$ cat src/rtl/cpu_prog_loader_if.sv
// Load-port bundle between the serial program loader and the CPU memory.
// master: the loader (takes rx/ena, drives the write port and status).
// slave:  the side that feeds the loader and consumes its write port.
interface cpu_prog_loader_if;
  logic       ena;
  logic       rx;
  logic       loading;
  logic       wr_en;
  logic [3:0] wr_addr;
  logic [7:0] wr_data;
  logic       done;
  logic       err;

  modport master (
    input  ena, rx,
    output loading, wr_en, wr_addr, wr_data, done, err
  );

  modport slave (
    output ena, rx,
    input  loading, wr_en, wr_addr, wr_data, done, err
  );
endinterface

$ cat src/rtl/cpu_prog_loader.sv
// Serial program loader for the UltraTiny CPU 16-byte memory.
// Receives 8N1 UART bytes, parses a frame (0xA5, count N, N data bytes
// and, when PROG_LOADER_CSUM_EN is defined, a trailing XOR checksum) and
// drives the CPU load-mode write port. Without PROG_LOADER_CSUM_EN the
// frame ends with its last data byte and no checksum byte is expected.
module cpu_prog_loader #(
  parameter int CLKS_PER_BIT = 87
) (
  input  logic              clk,
  input  logic              rst_n,
  cpu_prog_loader_if.master bus
);

  localparam int CNT_W = $clog2(CLKS_PER_BIT);
  localparam logic [CNT_W-1:0] HALF_M1 = CNT_W'(CLKS_PER_BIT / 2 - 1);
  localparam logic [CNT_W-1:0] FULL_M1 = CNT_W'(CLKS_PER_BIT - 1);
  localparam logic [7:0]       SYNC_BYTE = 8'hA5;

  typedef enum logic [1:0] {R_IDLE, R_START, R_DATA, R_STOP} rx_state_t;

  typedef enum logic [1:0] {
    P_SYNC,
    P_COUNT,
`ifdef PROG_LOADER_CSUM_EN
    P_DATA,
    P_CSUM
`else
    P_DATA
`endif
  } parse_state_t;

  logic             rx_meta_q, rx_sync_q, rx_prev_q;
  rx_state_t        rx_state_q;
  logic [CNT_W-1:0] cnt_q;
  logic [2:0]       bit_cnt_q;
  logic [7:0]       shift_q;
  logic             stop_tick, byte_valid, frame_err;

  parse_state_t     p_state_q;
  logic [4:0]       remain_q;
  logic [3:0]       addr_cnt_q;
  logic             loading_q, wr_en_q, done_q, err_q;
  logic [3:0]       wr_addr_q;
  logic [7:0]       wr_data_q;
`ifdef PROG_LOADER_CSUM_EN
  logic [7:0]       csum_q;
`endif

  // Two-flop synchronizer for rx plus one delayed copy for falling-edge detection.
  always_ff @(posedge clk or negedge rst_n) begin
    if (!rst_n) begin
      rx_meta_q <= 1'b1;
      rx_sync_q <= 1'b1;
      rx_prev_q <= 1'b1;
    end else begin
      rx_meta_q <= bus.rx;
      rx_sync_q <= rx_meta_q;
      rx_prev_q <= rx_sync_q;
    end
  end

  // UART receiver: find the start edge, sample mid-bit, shift data in LSB first.
  always_ff @(posedge clk or negedge rst_n) begin
    if (!rst_n) begin
      rx_state_q <= R_IDLE;
      cnt_q      <= '0;
      bit_cnt_q  <= '0;
      shift_q    <= '0;
    end else if (!bus.ena) begin
      rx_state_q <= R_IDLE;
      cnt_q      <= '0;
    end else begin
      case (rx_state_q)
        R_IDLE: begin
          if (rx_prev_q && !rx_sync_q) begin
            rx_state_q <= R_START;
            cnt_q      <= '0;
          end
        end
        R_START: begin
          if (cnt_q == HALF_M1) begin
            cnt_q      <= '0;
            bit_cnt_q  <= '0;
            // A high mid-start sample is a glitch, not a byte.
            rx_state_q <= rx_sync_q ? R_IDLE : R_DATA;
          end else begin
            cnt_q <= cnt_q + 1'b1;
          end
        end
        R_DATA: begin
          if (cnt_q == FULL_M1) begin
            cnt_q     <= '0;
            shift_q   <= {rx_sync_q, shift_q[7:1]};
            bit_cnt_q <= bit_cnt_q + 1'b1;
            if (bit_cnt_q == 3'd7) rx_state_q <= R_STOP;
          end else begin
            cnt_q <= cnt_q + 1'b1;
          end
        end
        R_STOP: begin
          // Returning to idle at mid-stop leaves time to catch a back-to-back start edge.
          if (cnt_q == FULL_M1) begin
            cnt_q      <= '0;
            rx_state_q <= R_IDLE;
          end else begin
            cnt_q <= cnt_q + 1'b1;
          end
        end
        default: rx_state_q <= R_IDLE;
      endcase
    end
  end

  // Stop-bit mid-sample: a good stop bit delivers the byte, a low one is a framing error.
  always_comb begin
    stop_tick  = bus.ena && (rx_state_q == R_STOP) && (cnt_q == FULL_M1);
    byte_valid = stop_tick && rx_sync_q;
    frame_err  = stop_tick && !rx_sync_q;
  end

  // Frame parser with registered write port and status outputs.
  always_ff @(posedge clk or negedge rst_n) begin
    if (!rst_n) begin
      p_state_q  <= P_SYNC;
      remain_q   <= '0;
      addr_cnt_q <= '0;
      loading_q  <= 1'b0;
      wr_en_q    <= 1'b0;
      wr_addr_q  <= '0;
      wr_data_q  <= '0;
      done_q     <= 1'b0;
      err_q      <= 1'b0;
`ifdef PROG_LOADER_CSUM_EN
      csum_q     <= '0;
`endif
    end else begin
      wr_en_q <= 1'b0;
      done_q  <= 1'b0;
      if (!bus.ena) begin
        // err is deliberately kept so a host can still read why a load stopped.
        p_state_q <= P_SYNC;
        loading_q <= 1'b0;
      end else if (frame_err) begin
        err_q     <= 1'b1;
        loading_q <= 1'b0;
        p_state_q <= P_SYNC;
      end else if (byte_valid) begin
        case (p_state_q)
          P_SYNC: begin
            if (shift_q == SYNC_BYTE) begin
              p_state_q <= P_COUNT;
              loading_q <= 1'b1;
              err_q     <= 1'b0;
`ifdef PROG_LOADER_CSUM_EN
              csum_q    <= '0;
`endif
            end
          end
          P_COUNT: begin
            if ((shift_q != 8'd0) && (shift_q <= 8'd16)) begin
              remain_q   <= shift_q[4:0];
              addr_cnt_q <= '0;
              p_state_q  <= P_DATA;
            end else begin
              err_q     <= 1'b1;
              loading_q <= 1'b0;
              p_state_q <= P_SYNC;
            end
          end
          P_DATA: begin
            wr_en_q    <= 1'b1;
            wr_addr_q  <= addr_cnt_q;
            wr_data_q  <= shift_q;
            addr_cnt_q <= addr_cnt_q + 1'b1;
            remain_q   <= remain_q - 1'b1;
`ifdef PROG_LOADER_CSUM_EN
            csum_q     <= csum_q ^ shift_q;
            if (remain_q == 5'd1) p_state_q <= P_CSUM;
`else
            if (remain_q == 5'd1) begin
              done_q    <= 1'b1;
              loading_q <= 1'b0;
              p_state_q <= P_SYNC;
            end
`endif
          end
`ifdef PROG_LOADER_CSUM_EN
          P_CSUM: begin
            if (shift_q == csum_q) done_q <= 1'b1;
            else                   err_q  <= 1'b1;
            loading_q <= 1'b0;
            p_state_q <= P_SYNC;
          end
`endif
          default: p_state_q <= P_SYNC;
        endcase
      end
    end
  end

  assign bus.loading = loading_q;
  assign bus.wr_en   = wr_en_q;
  assign bus.wr_addr = wr_addr_q;
  assign bus.wr_data = wr_data_q;
  assign bus.done    = done_q;
  assign bus.err     = err_q;

endmodule

$ cat src/flat_wrapper.sv
// flat-port wrapper written by rule: the top's interface ports become plain ports
module cpu_prog_loader_flat 
#(
  parameter int CLKS_PER_BIT = 87
)
  (clk, rst_n, bus_ena, bus_rx, bus_loading, bus_wr_en, bus_wr_addr, bus_wr_data, bus_done, bus_err);
  cpu_prog_loader_if bus_i ();
  input  logic clk;
  input  logic rst_n;
  input wire logic [$bits(bus_i.ena)-1:0] bus_ena;
  input wire logic [$bits(bus_i.rx)-1:0] bus_rx;
  output wire logic [$bits(bus_i.loading)-1:0] bus_loading;
  output wire logic [$bits(bus_i.wr_en)-1:0] bus_wr_en;
  output wire logic [$bits(bus_i.wr_addr)-1:0] bus_wr_addr;
  output wire logic [$bits(bus_i.wr_data)-1:0] bus_wr_data;
  output wire logic [$bits(bus_i.done)-1:0] bus_done;
  output wire logic [$bits(bus_i.err)-1:0] bus_err;
  assign bus_i.ena = bus_ena;
  assign bus_i.rx = bus_rx;
  assign bus_loading = bus_i.loading;
  assign bus_wr_en = bus_i.wr_en;
  assign bus_wr_addr = bus_i.wr_addr;
  assign bus_wr_data = bus_i.wr_data;
  assign bus_done = bus_i.done;
  assign bus_err = bus_i.err;
  cpu_prog_loader #(.CLKS_PER_BIT(CLKS_PER_BIT)) u_core (.clk(clk), .rst_n(rst_n), .bus(bus_i));
endmodule
$ cat config.mk
export PLATFORM = sky130hd
export DESIGN_NAME = cpu_prog_loader_flat
export DESIGN_NICKNAME = d
export VERILOG_FILES = /design/src/rtl/cpu_prog_loader_if.sv /design/src/rtl/cpu_prog_loader.sv /design/src/flat_wrapper.sv
export SDC_FILE = /design/constraint.sdc
export NUM_CORES = 1
export LEC_CHECK = 0
export CAP_MARGIN = 20
export CORE_ASPECT_RATIO = 0.6
export CORE_MARGIN = 2
export CORE_UTILIZATION = 25
export DETAILED_ROUTE_END_ITERATION = 7
export GPL_TIMING_DRIVEN = 0
export PLACE_DENSITY = 0.51
export SKIP_CTS_REPAIR_TIMING = 1
export SYNTH_ARGS = -nofsm -noshare
export SYNTH_HDL_FRONTEND = slang
export SYNTH_SLANG_ARGS = --single-unit
$ cat constraint.sdc
create_clock -name clk -period 2.85 [get_ports clk]
set_clock_uncertainty 0.15 [all_clocks]
set_input_delay 0.57 -clock clk [delete_from_list [all_inputs] [get_ports clk]]
set_output_delay 0.57 -clock clk [all_outputs]
set_load 0.05 [all_outputs]
run_1/m3.png
(3 px per micron)
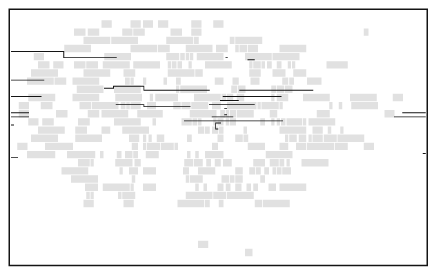
nets with wire on the layer: 17
main direction: horizontal
longest straight run: 32.7 microns

run_1/layers.png
(3 px per micron)
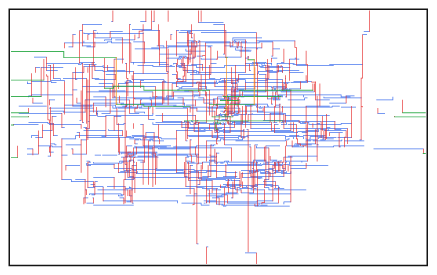
legend:
  M3:
    color: green
    wire_length: 265 microns
  M4:
    color: orange
    wire_length: 49.6 microns
  M2:
    color: red
    wire_length: 2170 microns
  M1:
    color: blue
    wire_length: 3430 microns

==> flow_summary.ini, run 1 <==
; physical design summary
[status]
status = finished clean

[global_route]
grt_max_degree = 36
grt_overflow_total = 0
grt_use_met2_pct = 13.17
use_met1_pct = 17.07
antenna_found_initial = 0
grt_pass1_wl_microns = 9936

[worst_setup_path]
reg2reg_depth = 6
reg2reg_from = u_core.p_state_q[1]
slowest_delay_ns = 0.50
crit_family = AND-OR/OR-AND gates
r2r_slack_ns = 0.50
worst-path-stages = 6
critPathMaxFanout = 7
crit_chain = inv_1 -> ha_1 -> nor4b_4 -> nand2_1 -> a21oi_1 -> a221oi_1
worstSetupStartpointType = flip-flop

[timing]
setup_viol = 0
worst_hold_slack_ns = 0.04759
timing.fmax_mhz = 426.1
maxSlewViolCount = 0
worstMarginPinSlew_ns = 0.5462
grt_setup_unrepaired = no
layout_setup_ws_ns = 0.5030
hold_viol_final = 0
min_period_ns = 2.347

[final_layout]
dominant_cells = multi-input combinational cells
fillers = 1094
design_area_sq_um = 3248
logic_gate_count = 171
mi_logic_area_sq_um = 1374
utilization_pct = 30.66
drive_gt1_share_pct = 18.45
layout_top_cell = dfrtp_1
seqAreaFraction_pct = 38.64
seq_area_sq_um = 1255

[power_and_ir_drop]
switching_share_pct = 27.98
power_frac_clock_pct = 39.4
power.internal_mw = 1.139
powerDensity_nw_per_um2 = 486.9
peakVddDrop_mv = 0.2494
power_switching_mw = 0.4425
total_power_mw = 1.581
p_clk_mw = 0.623
power_leader = sequential cells
leakage_nw = 1.410

[synth]
fp_nets = 263
flop_cell = dfrtp_1
yosys_warnings = 0
ys_area_sq_um = 2728
synth.most_common_cell = dfrtp_1
yosys-top-cells-count = dfrtp_1, nand2_1, inv_1, mux2_2, ha_1
enable_flop_cells = 0
ys.flops = 50
avgSynthCellArea_sq_um = 11.18
syn_area_sq_um = 2728
yosys-top-cells-area = dfrtp_1, mux2_2, ha_1

[route]
ant_nets = 0
wl_per_cell_microns = 14.41
drtPass1Iterations = 5
vias_per_cell = 4.693
met3_length_microns = 265
drtIter0Drc = 94
post-route-drc-count = 0

[die]
dieArea_sq_um = 11790
fp_util_pct = 25.74
die_height_microns = 84.91

[clocking]
cts.htree.levels = 2
numCtsBuffers = 5
cts_root_buffer = clkbuf_16
clk_pin_slew_ns = 0.07
cts_buffer_depth = 2

[placed_design]
placed_cell_area_sq_um = 3097
portBuffers = 18
run_1/ff_map.png
(3 px per micron) Other sequential cells in the stronger gray, the rest of the logic in the fainter gray.
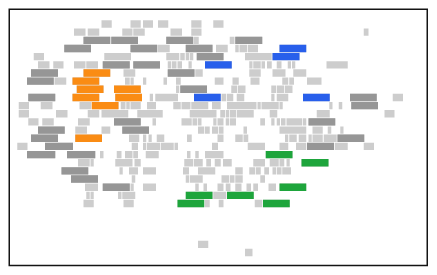
legend:
  u_core.shift_q:
    color: orange
    sequential_cells: 8
  u_core.cnt_q:
    color: green
    sequential_cells: 7
  u_core.remain_q:
    color: blue
    sequential_cells: 5

-- run 1: sequential cells by signal, summed over array words and instances, names as in the netlist, 2 cells and up --
name	count
u_core.bus.wr_addr	4
u_core.shift_q	8
u_core.p_state_q	2
u_core.cnt_q	7
u_core.bit_cnt_q	3
u_core.remain_q	5
u_core.addr_cnt_q	4
u_core.bus.wr_data	8
u_core.rx_state_q	2
-- run 1: logic make-up after synthesis --
kind of cell	after synthesis	share of synthesized area [%]
and+or+nand+nor	81	17.98
DFF	50	46.01
AOI/OAI and AO/OA	48	14.50
muxes	25	10.09
buffers and inverters	23	3.624
adders and majority gates	15	6.881
xor gates and xnor gates	2	0.9177
run_1/clock_wires.png
(4 px per micron)
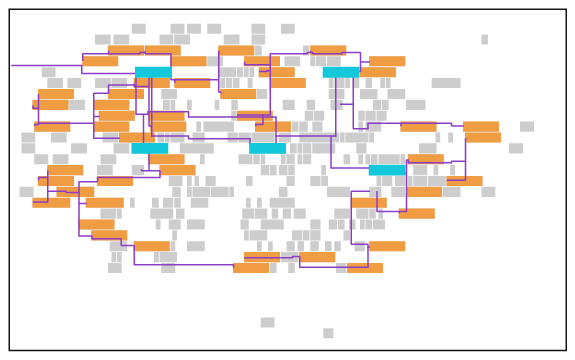

--- run 2 (diff from run 1) ---
- clock period: 2.85 -> 2.4 ns (I/O delays scaled with it)
run_2/clock_wires.png
(4 px per micron)
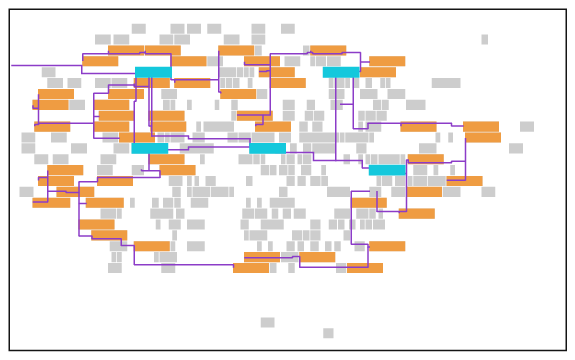
legend:
  flip-flops:
    color: orange
    count: 50
  clock wires:
    color: purple
    length: 682 microns
  clock-net drivers:
    color: cyan
    count: 5
routed clock nets: 6

run_2/congestion_map.png
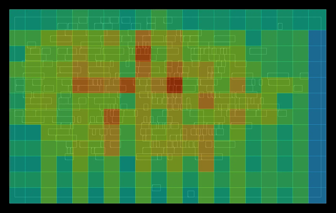
fin util: 30.79%
GR peak layer: met1
GR Util met3: 3.104%

run_2/m3.png
(3 px per micron)
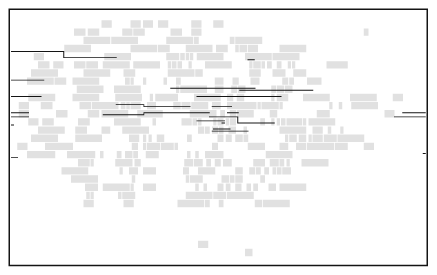
wire length on this layer: 296 microns
nets with wire on the layer: 20
longest straight run: 28.1 microns

==> run 2 against run 1 <==
Against the previous run: synthesized area is the same; clock power grew 19%; sequential share of layout area shrank 0.16 points; first-iteration DRC count shrank 13%; cell count grew 0.24%; fmax grew 5.8%; the run now ends with negative hold slack left; global-route usage is the same; design area grew 0.42%; sequential power grew 19%; register-to-register slack lost 0.32 ns; hold slack lost 0.089 ns; largest cell class unchanged.
==> flow_summary.ini, run 2 <==
; physical design summary
[route]
vias_per_cell = 4.630
vias = 1903
drtPass1Iterations = 4
met3_length_microns = 295
wl_per_cell_microns = 14.37
ant_nets = 0
post-route-drc-count = 0
drtIter0Drc = 82

[timing]
hold_viol_final = 15
setup_viol = 0
timing.fmax_mhz = 450.9
worst_hold_slack_ns = -0.04146
grt_setup_unrepaired = no
maxSlewViolCount = 0
min_period_ns = 2.218
worstMarginPinSlew_ns = 0.5229

[global_route]
grt_overflow_total = 0
grt_pass1_wl_microns = 9936
grt_max_degree = 36
grt_use_met2_pct = 13.17
antenna_found_initial = 0
use_met1_pct = 17.07

[worst_setup_path]
r2r_slack_ns = 0.18
slowest_delay_ns = 0.40
reg2reg_depth = 7
reg2reg_from = u_core.p_state_q[1]
worst-path-stages = 7
worstSetupEndpoint = u_core.addr_cnt_q[2]
crit_chain = inv_1 -> ha_1 -> nor4b_4 -> nand4_1 -> o32ai_4 -> mux2i_1 -> nand2_1
worstSetupStartpointType = flip-flop
critPathMaxFanout = 6
crit_family = simple AND/OR/NAND/NOR gates

[clocking]
clk_pin_slew_ns = 0.07
cts_num_sinks = 50
cts_root_buffer = clkbuf_16
cts_tree = built
cts_buffer_depth = 2
numCtsBuffers = 5
cts.htree.levels = 2

[worst_hold_path]
hold_class = input pin to async pin

[synth]
mux_share_pct = 10.09
largest_area_cell = dfrtp_1
synthAoiAreaFrac_pct = 14.50
ys_seq_share_pct = 46.01
fa_ha_area_share_pct = 6.881
fp_nets = 263
yosys.area_share.xor_xnor_pct = 0.9174
yosys-top-cells-area = dfrtp_1, mux2_2, ha_1
simple_gate_share_pct = 17.98
top_logic_kind = simple AND/OR/NAND/NOR gates
syn_area_sq_um = 2728
yosys_warnings = 0
synth-async-reset-ratio_pct = 100.0
ys_cells = 244
yosys-top-cells-count = dfrtp_1, nand2_1, inv_1, mux2_2, ha_1
ys.flops = 50
ys_area_sq_um = 2728
enable_flop_cells = 0
flop_cell = dfrtp_1
avgSynthCellArea_sq_um = 11.18
synth.most_common_cell = dfrtp_1

[power_and_ir_drop]
power_switching_mw = 0.5263
power_leader = sequential cells
total_power_mw = 1.882
p_clk_mw = 0.739
peakVddDrop_mv = 0.2960
switching_share_pct = 27.96
leakage_nw = 1.415
powerDensity_nw_per_um2 = 577.1
power.internal_mw = 1.356
comb_power_share_pct = 13.8
power_frac_clock_pct = 39.2

[final_layout]
mi_logic_area_sq_um = 1380
fillers = 1096
layout_top_cell = dfrtp_1
layout_top_cells = dfrtp_1, nand2_1, inv_1, mux2_2, clkdlybuf4s50_1
drive_gt1_share_pct = 19.49
seq_area_sq_um = 1255

[die]
fp_util_pct = 25.74
io_pins = 20
dieArea_sq_um = 11790
die_height_microns = 84.91

[status]
violations = negative hold slack
status = finished with violations

[placed_design]
portBuffers = 18
[run 2: cell counts after synthesis]
No cell type changed its count.
[run 2: per-stage QoR]
stage / setup WS (ns) / cell area, sq um / utilization, % / cells / TNS, ns
floorplan: 0.4215 / 2728 / - / 244 / 0
global placement: -0.9074 / 3082 / 29.09 / 401 / -43.41
detailed placement: 0.07610 / 3097 / 29.23 / 402 / 0
CTS: 0.05430 / 3248 / 30.66 / 410 / 0
global route: 0.01479 / 3262 / 30.79 / 411 / 0
finish: 0.1822 / 3262 / 30.79 / 411 / 0
[run 2: cell type report]
cell class	instances	share of cell area [%]
Multi-Input combinational cell	171	42.31
Sequential cell	50	38.47
Timing Repair Buffer	20	6.214
Tap cell	139	5.332
Clock buffer	5	3.836
Inverter	19	2.186
Buffer	4	0.8439
Clock inverter	3	0.8055
run_2/layers.png
(3 px per micron)
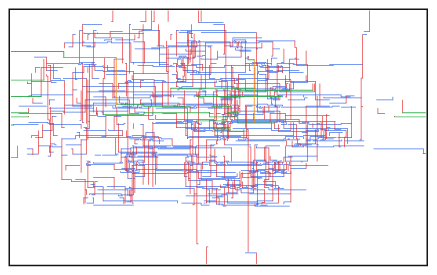

--- run 3 (diff from run 2) ---
- ABC_AREA: not set -> 1
- SETUP_SLACK_MARGIN: not set -> 0.15
run_3/layers.png
(3 px per micron)
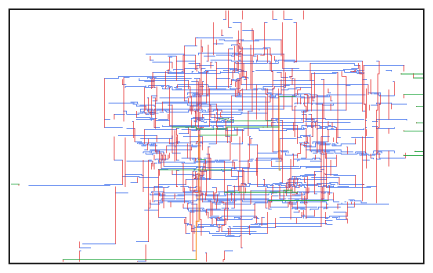
legend:
  M4:
    color: orange
    wire_length: 66.9 microns
  M1:
    color: blue
    wire_length: 3120 microns
  M2:
    color: red
    wire_length: 2160 microns
  M3:
    color: green
    wire_length: 229 microns

run_3/congestion_map.png
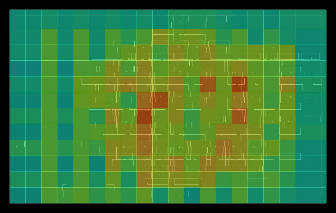
fin util: 31.07%
GR Util met3: 2.536%
met2 Track Usage GR: 14.47%
grt met1 use: 16.60%
Routed WL per cell: 11.40 microns

run_3/clock_wires.png
(4 px per micron)
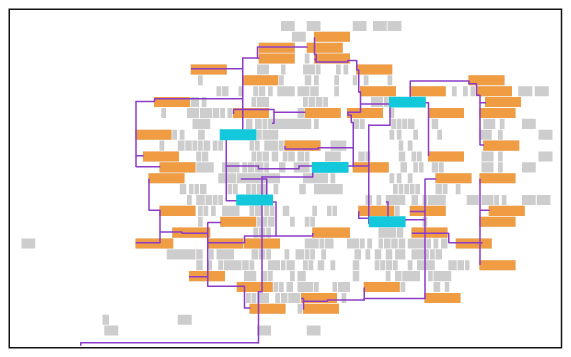
legend:
  clock-net drivers:
    color: cyan
    count: 5
  clock wires:
    color: purple
    length: 724 microns
  flip-flops:
    color: orange
    count: 50
routed clock nets: 6

==> run 3 against run 2 <==
Against the previous run: the run now ends clean; fmax up 6.5%; combinational power down 7%; sequential share of layout area down 0.088 points; register-to-register slack gained 0.28 ns; sequential power increased by 2.4%; core utilization up 0.28 points; via count up 5.7%; total power up 11%; routed wire length shrank 5.6%; design area is 0.23% higher; die area is 1.6% lower; largest cell class is now flip-flops and latches.
==> flow_summary.ini, run 3 <==
; physical design summary
[placed_design]
dp.cells = 480
pre_cts_slack_ns = 0.05335

[clocking]
cts_num_sinks = 50

[worst_setup_path]
worstSetupStartpointType = flip-flop
reg2reg_depth = 10
crit_chain = clkdlybuf4s50_1
crit_family = buffers and inverters

[synth]
yosys-top-cells-area = dfrtp_1, nand2_1, ha_1
largest_area_cell = dfrtp_1
synthAoiAreaFrac_pct = 11.20
enable_flop_cells = 0
synth.most_common_cell = nand2_1
ys_area_sq_um = 2681
syn_area_sq_um = 2681
synth-async-reset-ratio_pct = 100.0
fp_nets = 340

[power_and_ir_drop]
power_frac_clock_pct = 44.9
power_switching_mw = 0.5021
powerDensity_nw_per_um2 = 636.8
comb_power_share_pct = 11.6

[status]
status = finished clean

[die]
die_height_microns = 84.22
io_pins = 20

[timing]
tns_ns = 0
hold_viol_final = 0
worstMarginPinSlew_ns = 0.4907
min_period_ns = 2.082
worst_hold_slack_ns = 0.2068
timing.fmax_mhz = 480.2

[final_layout]
bufAreaShareNonClock_pct = 8.037
logic_gate_count = 218
n_clock_buffer = 6
fillers = 1108
design_area_sq_um = 3269

[global_route]
grt.busiest_layer = met1
grt_overflow_total = 0

[worst_hold_path]
hold_class = flip-flop to flip-flop
==> run 3: path summary, 6_finish.rpt <==
check                           slack [ns]                   from                  end
max in group asynchronous             1.01                  rst_n     u_core.rx_prev_q
worst min register to register        0.21       u_core.rx_meta_q     u_core.rx_sync_q
min in group asynchronous             0.50                  rst_n  u_core.p_state_q[1]
worst min-delay path                  0.21       u_core.rx_meta_q     u_core.rx_sync_q
worst max register to register        0.46    u_core.p_state_q[1]   u_core.remain_q[1]
worst max-delay path                  0.32  u_core.bus.wr_data[2]       bus_wr_data[2]
==> run 3: power groups by stage <==
stage	logic, mW	clock network, mW	registers [mW]
finish	0.242	0.935	0.905
global route	0.281	1.00	0.909
CTS	0.243	0.966	0.904
detailed placement	0.242	0	0.919
global placement	0.241	0	0.918
floorplan	0.158	0	0.920
Power figures rest on the tool's default switching activity, not on a simulated workload.
